**Run 1: sequential cells coloured by netlist name**

Other sequential cells in the stronger grey, the rest of the logic in the fainter grey.
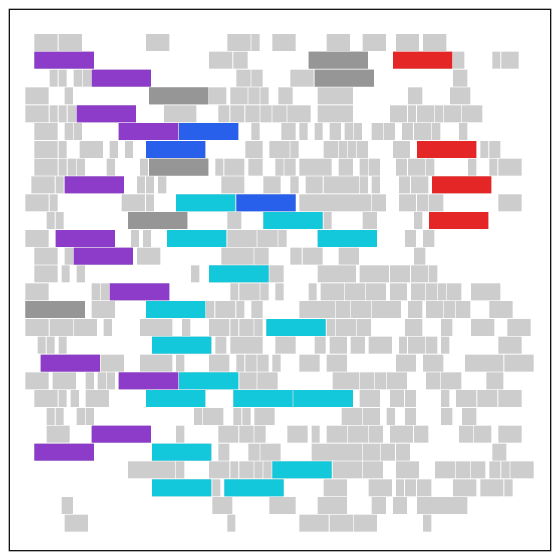
**Run 1: signal metal coverage by tile**

Scale bar: 20 µm. The die is cut into 16 by 16 equal tiles; black is low, pale yellow is high, scaled to the fullest tile. Values are wire area over tile area, all layers added.
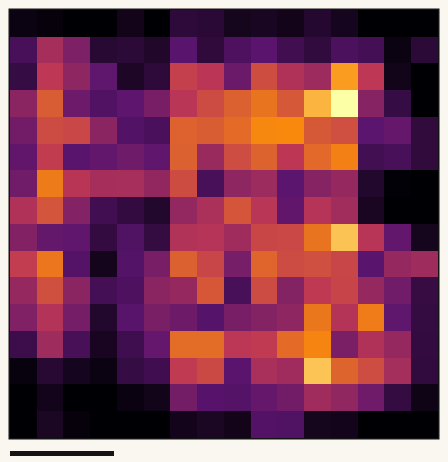
**Run 1: cell classes on the final placement**

Fill, decap, tap and diode cells in grey.
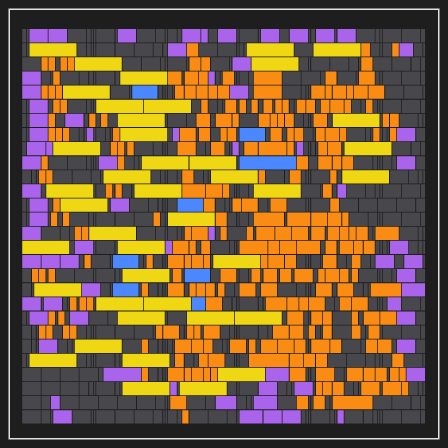
### src/rtl/spi_adc_sequencer.sv
// -----------------------------------------------------------------------------
// spi_adc_sequencer
//
// Scan scheduler for the 12-bit SPI ADC front end. A programmable sample-period
// timer triggers scans; each scan converts every enabled channel in ascending
// index order through a start/busy/done handshake with the SPI state machine.
// Each result is presented with its channel tag to downstream consumers.
//
// Optional feature macro: SEQ_TIMEOUT_EN
//   Defined   : a WAIT_DONE watchdog abandons a conversion after TIMEOUT_CYC
//               cycles without spi_done, sets sticky timeout_err and continues
//               the scan with the next channel.
//   Undefined : WAIT_DONE waits indefinitely; timeout_err is tied to 0.
//
// Ports:
//   clk          block clock
//   rst_n        asynchronous active-low reset
//   ena          sequencer enable; low forces IDLE
//   ch_mask      channel enable mask, bit i enables channel i
//   period       scan period in clk cycles (0 is treated as 1)
//   spi_start    one-cycle conversion request to the SPI state machine
//   spi_ch       channel of the current request, stable until spi_done
//   spi_busy     SPI state machine busy
//   spi_done     one-cycle pulse, spi_data valid
//   spi_data     conversion result
//   res_valid    one-cycle result strobe
//   res_ch       channel of the result
//   res_data     result value, held until the next res_valid
//   scan_done    one-cycle pulse with the last result of a scan
//   overrun      sticky: a tick arrived while a scan was in progress
//   timeout_err  sticky: a conversion timed out
// -----------------------------------------------------------------------------
module spi_adc_sequencer #(
    parameter int NUM_CH      = 4,
    parameter int CH_W        = 2,
    parameter int PERIOD_W    = 16,
    parameter int TIMEOUT_CYC = 1024
) (
    input  logic                clk,
    input  logic                rst_n,
    input  logic                ena,
    input  logic [NUM_CH-1:0]   ch_mask,
    input  logic [PERIOD_W-1:0] period,
    output logic                spi_start,
    output logic [CH_W-1:0]     spi_ch,
    input  logic                spi_busy,
    input  logic                spi_done,
    input  logic [11:0]         spi_data,
    output logic                res_valid,
    output logic [CH_W-1:0]     res_ch,
    output logic [11:0]         res_data,
    output logic                scan_done,
    output logic                overrun,
    output logic                timeout_err
);

    typedef enum logic [2:0] {
        IDLE,
        WAIT_TICK,
        ISSUE,
        WAIT_DONE,
        NEXT
    } state_t;

    state_t              state;
    state_t              state_nx;
    logic [PERIOD_W-1:0] cnt;
    logic [PERIOD_W-1:0] period_eff;
    logic                tick;
    logic [NUM_CH-1:0]   scan_mask;   // channels of the current scan not yet issued
    logic                abort;       // conversion abandoned by the watchdog

    generate
        if ((2 ** CH_W) < NUM_CH || NUM_CH < 2 || TIMEOUT_CYC < 1) begin : g_bad_cfg
            $error("spi_adc_sequencer: illegal parameter combination");
        end
    endgenerate

    // Lowest set index of a mask; 0 when the mask is empty.
    function automatic logic [CH_W-1:0] lowest_ch(input logic [NUM_CH-1:0] m);
        logic [CH_W-1:0] r;
        r = '0;
        for (int i = NUM_CH - 1; i >= 0; i--) begin
            if (m[i]) r = CH_W'(i);
        end
        return r;
    endfunction

    // ------------------------------------------------------------------ timer
    always_comb period_eff = (period == '0) ? PERIOD_W'(1) : period;

    assign tick = ena && (cnt == (period_eff - PERIOD_W'(1)));

    always_ff @(posedge clk or negedge rst_n) begin
        if (!rst_n) begin
            cnt <= '0;
        end else if (!ena || tick) begin
            cnt <= '0;
        end else begin
            cnt <= cnt + PERIOD_W'(1);
        end
    end

    // --------------------------------------------------------------- watchdog
`ifdef SEQ_TIMEOUT_EN
    localparam int TO_W = $clog2(TIMEOUT_CYC + 1);

    logic [TO_W-1:0] to_cnt;

    // Held at zero outside WAIT_DONE, so every entry starts a fresh count.
    always_ff @(posedge clk or negedge rst_n) begin
        if (!rst_n) begin
            to_cnt <= '0;
        end else if (state != WAIT_DONE) begin
            to_cnt <= '0;
        end else begin
            to_cnt <= to_cnt + TO_W'(1);
        end
    end

    assign abort = ena && (state == WAIT_DONE) && !spi_done &&
                   (to_cnt == TO_W'(TIMEOUT_CYC - 1));

    always_ff @(posedge clk or negedge rst_n) begin
        if (!rst_n) begin
            timeout_err <= 1'b0;
        end else if (state == IDLE) begin
            timeout_err <= 1'b0;
        end else if (abort) begin
            timeout_err <= 1'b1;
        end
    end
`else
    assign abort       = 1'b0;
    assign timeout_err = 1'b0;
`endif

    // -------------------------------------------------------------------- FSM
    always_ff @(posedge clk or negedge rst_n) begin
        if (!rst_n) begin
            state <= IDLE;
        end else begin
            state <= state_nx;
        end
    end

    // spi_start and scan_done are decoded from state so they can never
    // outlive the state that owns them; ena gates both immediately.
    always_comb begin
        state_nx  = state;
        spi_start = 1'b0;
        scan_done = 1'b0;
        if (!ena) begin
            state_nx = IDLE;
        end else begin
            case (state)
                IDLE:      state_nx = WAIT_TICK;
                WAIT_TICK: if (tick && ch_mask != '0) state_nx = ISSUE;
                ISSUE: begin
                    if (!spi_busy) begin
                        spi_start = 1'b1;
                        state_nx  = WAIT_DONE;
                    end
                end
                WAIT_DONE: if (spi_done || abort) state_nx = NEXT;
                NEXT: begin
                    if (scan_mask != '0) begin
                        state_nx = ISSUE;
                    end else begin
                        scan_done = 1'b1;
                        state_nx  = WAIT_TICK;
                    end
                end
                default:   state_nx = IDLE;
            endcase
        end
    end

    // ------------------------------------------------- channel / result path
    always_ff @(posedge clk or negedge rst_n) begin
        if (!rst_n) begin
            scan_mask <= '0;
            spi_ch    <= '0;
            res_valid <= 1'b0;
            res_ch    <= '0;
            res_data  <= '0;
            overrun   <= 1'b0;
        end else begin
            res_valid <= 1'b0;
            if (!ena) begin
                scan_mask <= '0;
            end else begin
                case (state)
                    WAIT_TICK: begin
                        if (tick && ch_mask != '0) begin
                            scan_mask <= ch_mask;
                            spi_ch    <= lowest_ch(ch_mask);
                        end
                    end
                    // Retire the channel once issued; NEXT then only looks
                    // at what is left of the scan.
                    ISSUE: begin
                        if (!spi_busy) scan_mask <= scan_mask & ~(NUM_CH'(1) << spi_ch);
                    end
                    WAIT_DONE: begin
                        if (spi_done) begin
                            res_valid <= 1'b1;
                            res_data  <= spi_data;
                            res_ch    <= spi_ch;
                        end
                    end
                    NEXT: begin
                        if (scan_mask != '0) spi_ch <= lowest_ch(scan_mask);
                    end
                    default: ;
                endcase
            end

            if (state == IDLE) begin
                overrun <= 1'b0;
            end else if (tick && (state == ISSUE || state == WAIT_DONE || state == NEXT)) begin
                overrun <= 1'b1;
            end
        end
    end

endmodule

### config.mk
export PLATFORM = sky130hd
export DESIGN_NAME = spi_adc_sequencer
export DESIGN_NICKNAME = d
export VERILOG_FILES = /design/src/rtl/spi_adc_sequencer.sv
export SDC_FILE = /design/constraint.sdc
export NUM_CORES = 1
export LEC_CHECK = 0
export CORE_MARGIN = 2
export CORE_UTILIZATION = 43
export CTS_CLUSTER_DIAMETER = 50
export DETAILED_ROUTE_END_ITERATION = 10
export GPL_TIMING_DRIVEN = 0
export HOLD_SLACK_MARGIN = 0.06
export PLACE_DENSITY_LB_ADDON = 0.15
export SLEW_MARGIN = 10
export SYNTH_ARGS = -nofsm -noshare
export SYNTH_HDL_FRONTEND = slang
export SYNTH_SLANG_ARGS = --single-unit
### constraint.sdc
create_clock -name clk -period 4.14 [get_ports clk]
set_clock_uncertainty 0.1 [all_clocks]
set_input_delay 0.414 -clock clk [delete_from_list [all_inputs] [get_ports clk]]
set_output_delay 0.414 -clock clk [all_outputs]
set_load 0.02 [all_outputs]
==> results.txt, run 1 <==
Implementation results.

The number of buffers and inverters on the critical path is 2. The critical path is of the in -> reg type. The number of buffer cells added on primary ports is between 50 and 60.

The number of cells reported by Yosys stat comes to approximately 310. OpenROAD emitted warnings numbering 26. Synthesis handed over a netlist of 314 instances. At the end of the flow, the number of nets in the layout was around 420. After synthesis the cells add up to 2650 µm². The leakage power of the design is 1.49 nW. The layout overhead on the synthesized area is 31.5%. The power share of the combinational group is between 20% and 30%. The signal on the critical path passes through clkdlybuf4s50_1 > nor4_2 > a41oi_2 > ha_1 > or4b_1 > nor3_1 > o22ai_1 > or4_1 > or4_1 > buf_2 > o21a_4 > mux2_4. The total number of H-tree levels is 2. For this design the top-level I/O count stands at 58. The clock transition at the register clock pins on the worst setup and hold paths after CTS is roughly 0.08 ns. The maximum number of buffers from clock root to sink is 2.

After synthesis, the largest area contributor takes up 38.7% of total cell area. The switching component of the power is around 0.00035 W. After synthesis, the cell types taking the most area are sky130_fd_sc_hd__dfrtp_1 (39%), sky130_fd_sc_hd__nand2_1 (7.9%), sky130_fd_sc_hd__xor2_1 (6.3%), sky130_fd_sc_hd__nor2_1 (4.8%), sky130_fd_sc_hd__xnor2_1 (3.6%). On the critical path the data arrives at between 4 and 5 ns. The cell type with the largest total area after synthesis is sky130_fd_sc_hd__dfrtp_1.

The type of element launching the critical path is an input pin. The run finished with clean final reports. The wire length per cell is 13.3 µm. The setup slack of the critical path after layout is 0.155 ns. Synthesis instantiated about 54 different standard cells from the library. The later pin in the worst-skew pair is clocked with a latency of 0.29 ns. Before antenna repair, the detailed router went through 4 iterations. The cell total after placement is around 440. The count of warnings emitted by yosys is 0.

The final-layout non-clock buffer area share is 18.6%. Per the slew report, the remaining headroom to the max-slew limit stands at 64.0%. After routing the design area is 3480 µm².

The slew of the pin with the lowest slew margin is 0.537 ns. Hold-check failures listed in the final report amount to 0. The count of buffers not belonging to the clock network in the layout is 71. The clock tree from TritonCTS is built. The setup slack of the most critical reg-to-reg path is 1.22 ns. The die span in y is 82.5 µm.

The tap cell instance count is 75. The portion of the layout cell area used by clock cells is 3.45%. The starting utilization of the core area is between 40% and 50%. The final critical delay including setup and external delays is 3.98 ns. For this design, the slowest cell found on the critical path is sky130_fd_sc_hd__clkdlybuf4s50_1.

The non-clock inverters instantiated in the layout total 7. Setup repair after global routing left no endpoint under its margin. The leading cell category by total area is multi-input combinational cells. The worst setup path is captured at a register. The combinational gate count is about 250.

The total overflow reported by the global router is 0. In this run the top signal layer used is met4. Synthesis produced a netlist with a net count of 353.

In the global route stage, met2 resource usage came out at 28.6%. The fraction of layout instances using a drive strength above 1 is 7.65%. Entering global routing, the biggest net connects 32 pins. The peak supply drop is about 250 µV. The internal power is roughly 0.00081 W. The required time at the worst endpoint is listed as about 4.2 ns. TritonCTS reports the number of clock sinks as approximately 40. The layout report lists the multi-input gate area as 1570 µm². The detailed router reports a met3 wire length of approximately 400 µm. The floorplan die area is 6800 µm². The average instance in the mapped netlist occupies 8.44 µm².
-- 'sequential cells coloured by netlist name' (at the start) --
`cnt`: shown in cyan, flops 16. `state`: shown in blue, flops 3. `scan_mask`: shown in red, flops 4. `res_data`: shown in purple, flops 12.
Another 6 sequential cells are not coloured.
power dissipated in sequential cells: 0.000488 W
Sequential cell area: 1030 µm²
fraction of area in registers: 29.5%
core occupancy in the finished layout: 58.8%

-- 'signal metal coverage by tile' (at the start) --
The densest ninth of the die: middle. The fullest tile reaches 0.45. 23% of the tiles are over half the peak. The emptiest ninth of the die: bottom left. 9.4% of the tiles are nearly empty.
total wirelength of the detailed-routed design: 6050 µm
via count of the routed design: 2398
total routing resource utilization after global routing: 19.1%

-- 'cell classes on the final placement' (at the start) --
registers: shown in yellow, cells 41, share of their area 30%. remaining buffers and delay cells: shown in purple, cells 71, share of their area 19%. clock drivers and dummy loads: shown in blue, cells 8, share of their area 3.5%. remaining logic cells: shown in orange, cells 259, share of their area 47%.

## run 1: registers in the layout (all words and copies together), names as in the netlist
name	cells
scan_mask	4
spi_ch	2
res_data	12
state	3
res_ch	2
cnt	16
res_valid	1
overrun	1
## run 1: power by group through the flow
stage | combinational (W) | sequential, W | clock [W]
CTS | 0.000337 | 0.000488 | 0.000346
global placement | 0.000330 | 0.000492 | 0
detailed placement | 0.000335 | 0.000492 | 0
global route | 0.000369 | 0.000495 | 0.000361
finish | 0.000335 | 0.000488 | 0.000335
floorplan | 0.0000998 | 0.000551 | 0
## run 1: repair_timing
action / 4_1_cts / 5_1_grt
setup endpoints to repair: 12 / 17
hold endpoints to repair: 10 / 0
resized: 3 / 7
hold buffers: 1 / 0
pin swaps: 1 / 3
buffers inserted: 0 / 1
## run 1: logic make-up (layout without fill, tap and decap cells)
logic type | Yosys count | count (layout) | share of synthesized area, %
compound gates | 49 | 49 | 13.3
simple gates | 166 | 166 | 31.7
flops | 41 | 41 | 38.7
xor+xnor | 30 | 30 | 9.92
other cells | 1 | 1 | 0.142
mux | 4 | 4 | 1.89
fa+ha+maj | 2 | 2 | 0.945
buf+inv | 21 | 86 | 3.31
## run 1: path summary, 6_finish.rpt
kind | startpoint | end | cells after the start
max | period[3] | spi_ch[1] | 12
min | res_data[4] | res_data[4] | 2
max reg2reg | cnt[9] | spi_ch[1] | 8
min reg2reg | res_data[4] | res_data[4] | 2
max in group asynchronous | rst_n | cnt[8] | 3
min in group asynchronous | rst_n | res_data[8] | 2
## run 1: worst min-delay path, delay by kind of cell (launching register included)
| family | cells | cell delay, ns |
|---|---|---|
| AND/OR/NAND/NOR | 2 | 0.10 |
| flip-flops | 1 | 0.35 |
## run 1: cells in the final DEF, fill, tap and decap left out, types with 3 or more instances in the layout
master / synthesis / layout
sky130_fd_sc_hd__a21oi_1: 9 / 9
sky130_fd_sc_hd__and2_1: 4 / 4
sky130_fd_sc_hd__and3_1: 9 / 9
sky130_fd_sc_hd__clkbuf_1: 9 / 9
sky130_fd_sc_hd__clkbuf_8: 0 / 6
sky130_fd_sc_hd__clkdlybuf4s50_1: 0 / 49
sky130_fd_sc_hd__dfrtp_1: 41 / 41
sky130_fd_sc_hd__dlymetal6s2s_1: 0 / 4
sky130_fd_sc_hd__inv_1: 7 / 7
sky130_fd_sc_hd__nand2_1: 56 / 56
sky130_fd_sc_hd__nand2b_1: 7 / 7
sky130_fd_sc_hd__nand3_1: 10 / 10
sky130_fd_sc_hd__nand4_1: 5 / 5
sky130_fd_sc_hd__nor2_1: 34 / 34
sky130_fd_sc_hd__nor2b_1: 3 / 3
sky130_fd_sc_hd__nor3_1: 9 / 9
sky130_fd_sc_hd__nor3b_1: 5 / 4
sky130_fd_sc_hd__nor4_1: 5 / 4
sky130_fd_sc_hd__o211ai_1: 9 / 9
sky130_fd_sc_hd__o21ai_0: 9 / 9
sky130_fd_sc_hd__or3_1: 5 / 5
sky130_fd_sc_hd__or4_1: 3 / 3
sky130_fd_sc_hd__xnor2_1: 11 / 11
sky130_fd_sc_hd__xor2_1: 19 / 19
--- run 2 (diff from run 1) ---
GPL_ROUTABILITY_DRIVEN = 0   (was not set)
SETUP_SLACK_MARGIN = 0.1   (was not set)
**Run 2: signal metal coverage by tile**

Scale bar: 20 µm. The die is cut into 16 by 16 equal tiles; black is low, pale yellow is high, scaled to the fullest tile. Values are wire area over tile area, all layers added.
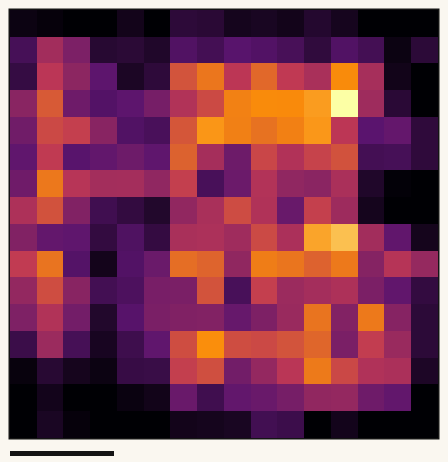
22% of the tiles are over half the peak. The mean over all tiles is 0.14. 10% of the tiles are nearly empty. The fullest tile reaches 0.45. The emptiest ninth of the die: bottom left.

**Run 2: close-up of the layout**

Scale bar: 20 µm. Window x 0 to 50, y 0 to 50 µm. Cells in grey, sequential cells in the stronger grey; small squares are vias.
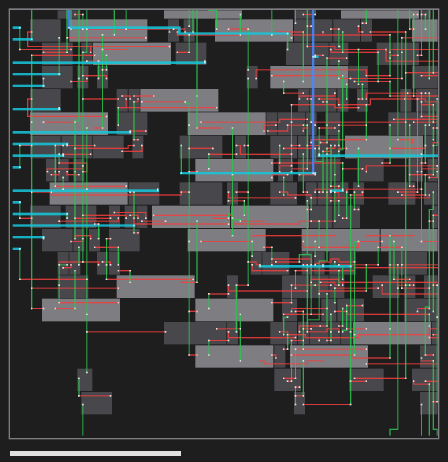
M2: shown in green. M1: shown in red. M3: shown in cyan. M4: shown in blue.
Most frequent: nand2_1 (25), dfrtp_1 (21), nor2_1 (17). Netlist names of flops here include `cnt` (13), `res_data` (7). Sequential cells in the window: 21. 130 logic cells have their middle in the window.

**Run 2: cell outlines without signal wires**

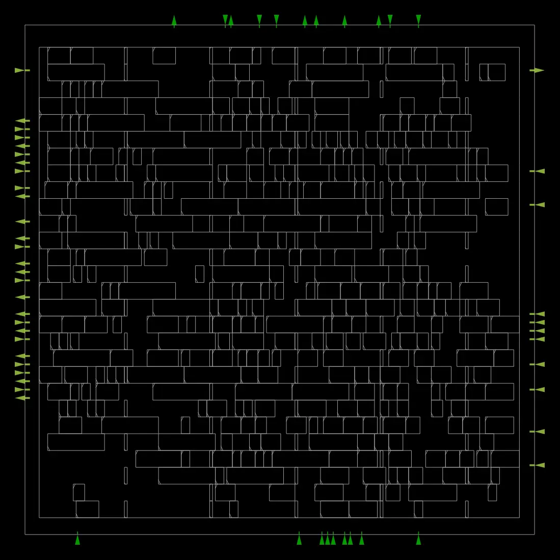
area of the core: 5920 µm²
Tapcell Cnt: 75

==> results.txt, run 2 <==
Implementation results.

Per STA, the highest per-stage delay on the worst path measures roughly 0.55 ns. The compound-gate portion of the synthesized area is 13.3% (unchanged). The cell count after synthesis is 314 (unchanged). The fraction of layout instances using a drive strength above 1 is 7.92% (+0.26 points).

The first-pass iteration count of the detailed router is 4 (unchanged). The worst reg2reg path depth is 8 (unchanged). The peak supply drop is 247 µV (about the same). The die span in y is 82.5 µm (unchanged). The average instance area after synthesis is 8.44 µm² (unchanged).

The worst-path cell with the longest stage delay is sky130_fd_sc_hd__clkdlybuf4s50_1. The run finished with clean final reports. The worst path arrival time is 3.99 ns (-0.08 ns). The sequential cell area in the final layout is 1030 µm² (unchanged). The net count of the mapped netlist came to 353 (unchanged). The logic area is 1570 µm² (+0.16%). In the synthesized netlist the async set-or-reset flop fraction comes to 100%. The multiplexer area fraction after synthesis is 1.89% (unchanged). Walking the worst path, the cells encountered are clkdlybuf4s50_1 > nor4_2 > a41oi_2 > ha_2 > or4b_1 > nor3_1 > o22ai_1 > or4_1 > or4_1 > buf_2 > o21a_4 > mux2_4. The adder-cell share of the synthesized area is 0.945% (unchanged). The final critical delay including setup and external delays was 3.91 ns (-0.0733 ns).

The xor/xnor cell area share of the yosys netlist was 9.92% (unchanged). The slew of the pin with the lowest slew margin is 0.528 ns (-0.00974 ns). After synthesis, flip-flops and latches occupy 38.7% of the total area.

The critical path required time is 4.22 ns (about the same). The biggest area contributor in the post-synthesis netlist is sky130_fd_sc_hd__dfrtp_1. The library cell used most frequently in the layout, excluding fill and tap cells, is sky130_fd_sc_hd__nand2_1. The post-DP HPWL is around 4600 µm. The starting utilization of the core area is 44.7% (unchanged).

The startpoint of the most critical hold path is res_data[4]. The worst register-to-register path begins at cnt[9]. The number of placed I/O pins came to 58 (unchanged). The maximum number of pins on one net before global-route repair is 32 (unchanged). The number of endpoints with negative hold slack in the final report was 0 (unchanged). Ranking logic cells in the layout by count gives the top entries sky130_fd_sc_hd__nand2_1 (56), sky130_fd_sc_hd__dfrtp_1 (41), sky130_fd_sc_hd__clkdlybuf4s50_1 (41). The leakage power of the design is 1.56 nW (+4.3%). The net total in the final layout is 417 (unchanged). The total overflow reported by the global router is 0 (unchanged).

The wire length per cell is 13.5 µm (+1.1%). The count of warnings emitted by yosys is 0 (unchanged). After synthesis, the cell types taking the most area are sky130_fd_sc_hd__dfrtp_1 (39%), sky130_fd_sc_hd__nand2_1 (7.9%), sky130_fd_sc_hd__xor2_1 (6.3%), sky130_fd_sc_hd__nor2_1 (4.8%), sky130_fd_sc_hd__xnor2_1 (3.6%).

The floorplan die area came to 6800 µm² (unchanged). The number of clock sinks is 41 (unchanged). The total number of H-tree levels is 2 (unchanged). The count of unique library cells instantiated by Yosys is 54 (unchanged). The largest registers in the layout are cnt: 16 flops, res_data: 12 flops, scan_mask: 4 flops.

The maximum number of buffers from clock root to sink was 2 (unchanged). The cell area after synthesis came to 2650 µm² (unchanged). The count of cells along the worst hold path is 2 (unchanged). The relative max-transition margin is 64.7% (+0.65 points). The switching power as a share of total power is 29.9%. The worst reg2reg path endpoint is spi_ch[1].

The final antenna diode tally reported by the flow is 0. The post-layout instance area is 3500 µm² (+0.54%). The start-to-end type of the worst setup path is in -> reg. TritonCTS created 5 clock buffers. The number of buffer cells added on primary ports is 54 (unchanged).

The number of standard cells reported by yosys was 314 (unchanged). The simple-gate portion of the synthesized area came to 31.7% (unchanged). The flip-flop count of the largest register, all copies and words added came to 16 (unchanged). Sorting the synthesized cells by how often they occur yields sky130_fd_sc_hd__nand2_1 (56), sky130_fd_sc_hd__dfrtp_1 (41), sky130_fd_sc_hd__nor2_1 (34), sky130_fd_sc_hd__xor2_1 (19), sky130_fd_sc_hd__xnor2_1 (11).

The area fraction of the dominant cell type after synthesis came to 38.7% (unchanged). The main logic family after synthesis is simple AND/OR/NAND/NOR gates. The sum of routed wire length over all layers is 6120 µm (+1.1%).

The internal power is 0.000811 W (-0.12%). Counting flops per register, the top entry is cnt. The total number of vias is 2409 (+0.46%).

Setup repair after global routing left no endpoint under its margin. The setup slack of the most critical reg-to-reg path is 1.21 ns (about the same). The clock tree from TritonCTS is built. The switching component of the power came to 0.000346 W (+0.18%). The count of buffering cells on the critical path with inverters included is 2 (unchanged). The area growth from synthesis to layout is 32.2%.

The worst setup path is captured at a register. STA classifies the critical path startpoint as an input pin.
run 2: cell counts after synthesis:
Identical to the previous run, type by type.
run 2: what timing repair did:
action,4_1_cts,5_1_grt
hold endpoints to repair,10,0
gates cloned,0,0
endpoints found under the setup margin,18,21
setup buffers,0,1
resized,5,14
pin swaps,1,3
hold buffers,1,0
run 2: worst max-delay path by stage:
stage / startpoint / cells past startpoint / slack (ns) / to
4_1_cts: period[5] / 12 / 0.11 / spi_ch[1]
3_5_place_dp: period[4] / 13 / -0.48 / cnt[9]
6_report: period[0] / 12 / 0.23 / spi_ch[1]
5_1_grt: period[0] / 12 / 0.11 / spi_ch[0]
3_3_place_gp: period[4] / 13 / -0.41 / cnt[7]
2_1_floorplan: period[9] / 12 / 0.41 / spi_ch[0]
run 2: stage by stage:
stage	util [%]	worst slack, ns	hold slack [ns]	power [W]	cells
6_report	59.2	0.228	0.382	0.00116	454
5_1_grt	59.2	0.111	0.414	0.00122	454
4_1_cts	58.3	0.109	0.388	0.00117	453
3_5_place_dp	55.7	-0.479	0.212	0.000827	444
3_3_place_gp	55.5	-0.408	0.357	0.000823	443
2_1_floorplan	-	0.415	0.0184	0.000651	314
run 2: worst reg2reg max path: stages, from the launching register on:
cell,delay (ns)
sky130_fd_sc_hd__dfrtp_1,0.47
sky130_fd_sc_hd__nor3b_1,0.26
sky130_fd_sc_hd__xnor2_1,0.16
sky130_fd_sc_hd__nand4_1,0.10
sky130_fd_sc_hd__or4_1,0.53
sky130_fd_sc_hd__or4_1,0.47
sky130_fd_sc_hd__buf_2,0.20
sky130_fd_sc_hd__o21a_4,0.24
sky130_fd_sc_hd__mux2_4,0.29
run 2: power groups by stage:
stage	combinational (W)	sequential (W)	clock, W
5_1_grt	0.000368	0.000495	0.000361
3_3_place_gp	0.000330	0.000492	0
3_5_place_dp	0.000335	0.000492	0
4_1_cts	0.000337	0.000488	0.000346
6_report	0.000334	0.000488	0.000335
2_1_floorplan	0.0000998	0.000551	0
run 2: final cells by class:
class / instances / share of cell area [%]
plain buffers: 14 / 1.86
clock buffers: 6 / 2.36
clock inverters: 2 / 1.07
inverters: 7 / 0.750
multi-input cells: 252 / 44.9
flip-flops and latches: 41 / 29.3
well taps: 75 / 2.68
repair buffers: 57 / 17.1
run 2: per-layer routing:
layer | GRT usage, % | vias up | wire length, µm
li1 | - | 1224 | -
met2 | 28.5 | 65 | 2740
met1 | 27.6 | 1114 | 2900
met5 | 0 | - | 0
met4 | 4.50 | 0 | 59
met3 | 4.78 | 6 | 420
run 2: cell families (layout without fill, tap and decap cells):
logic type	Yosys count	count (layout)
buffers and inverters	21	86
other	1	1
adder cells (fa/ha/maj)	2	2
flip-flops	41	41
AND-OR/OR-AND	49	49
XOR/XNOR	30	30
AND/OR/NAND/NOR	166	166
multiplexers	4	4
Power and IR drop assume default switching activity.
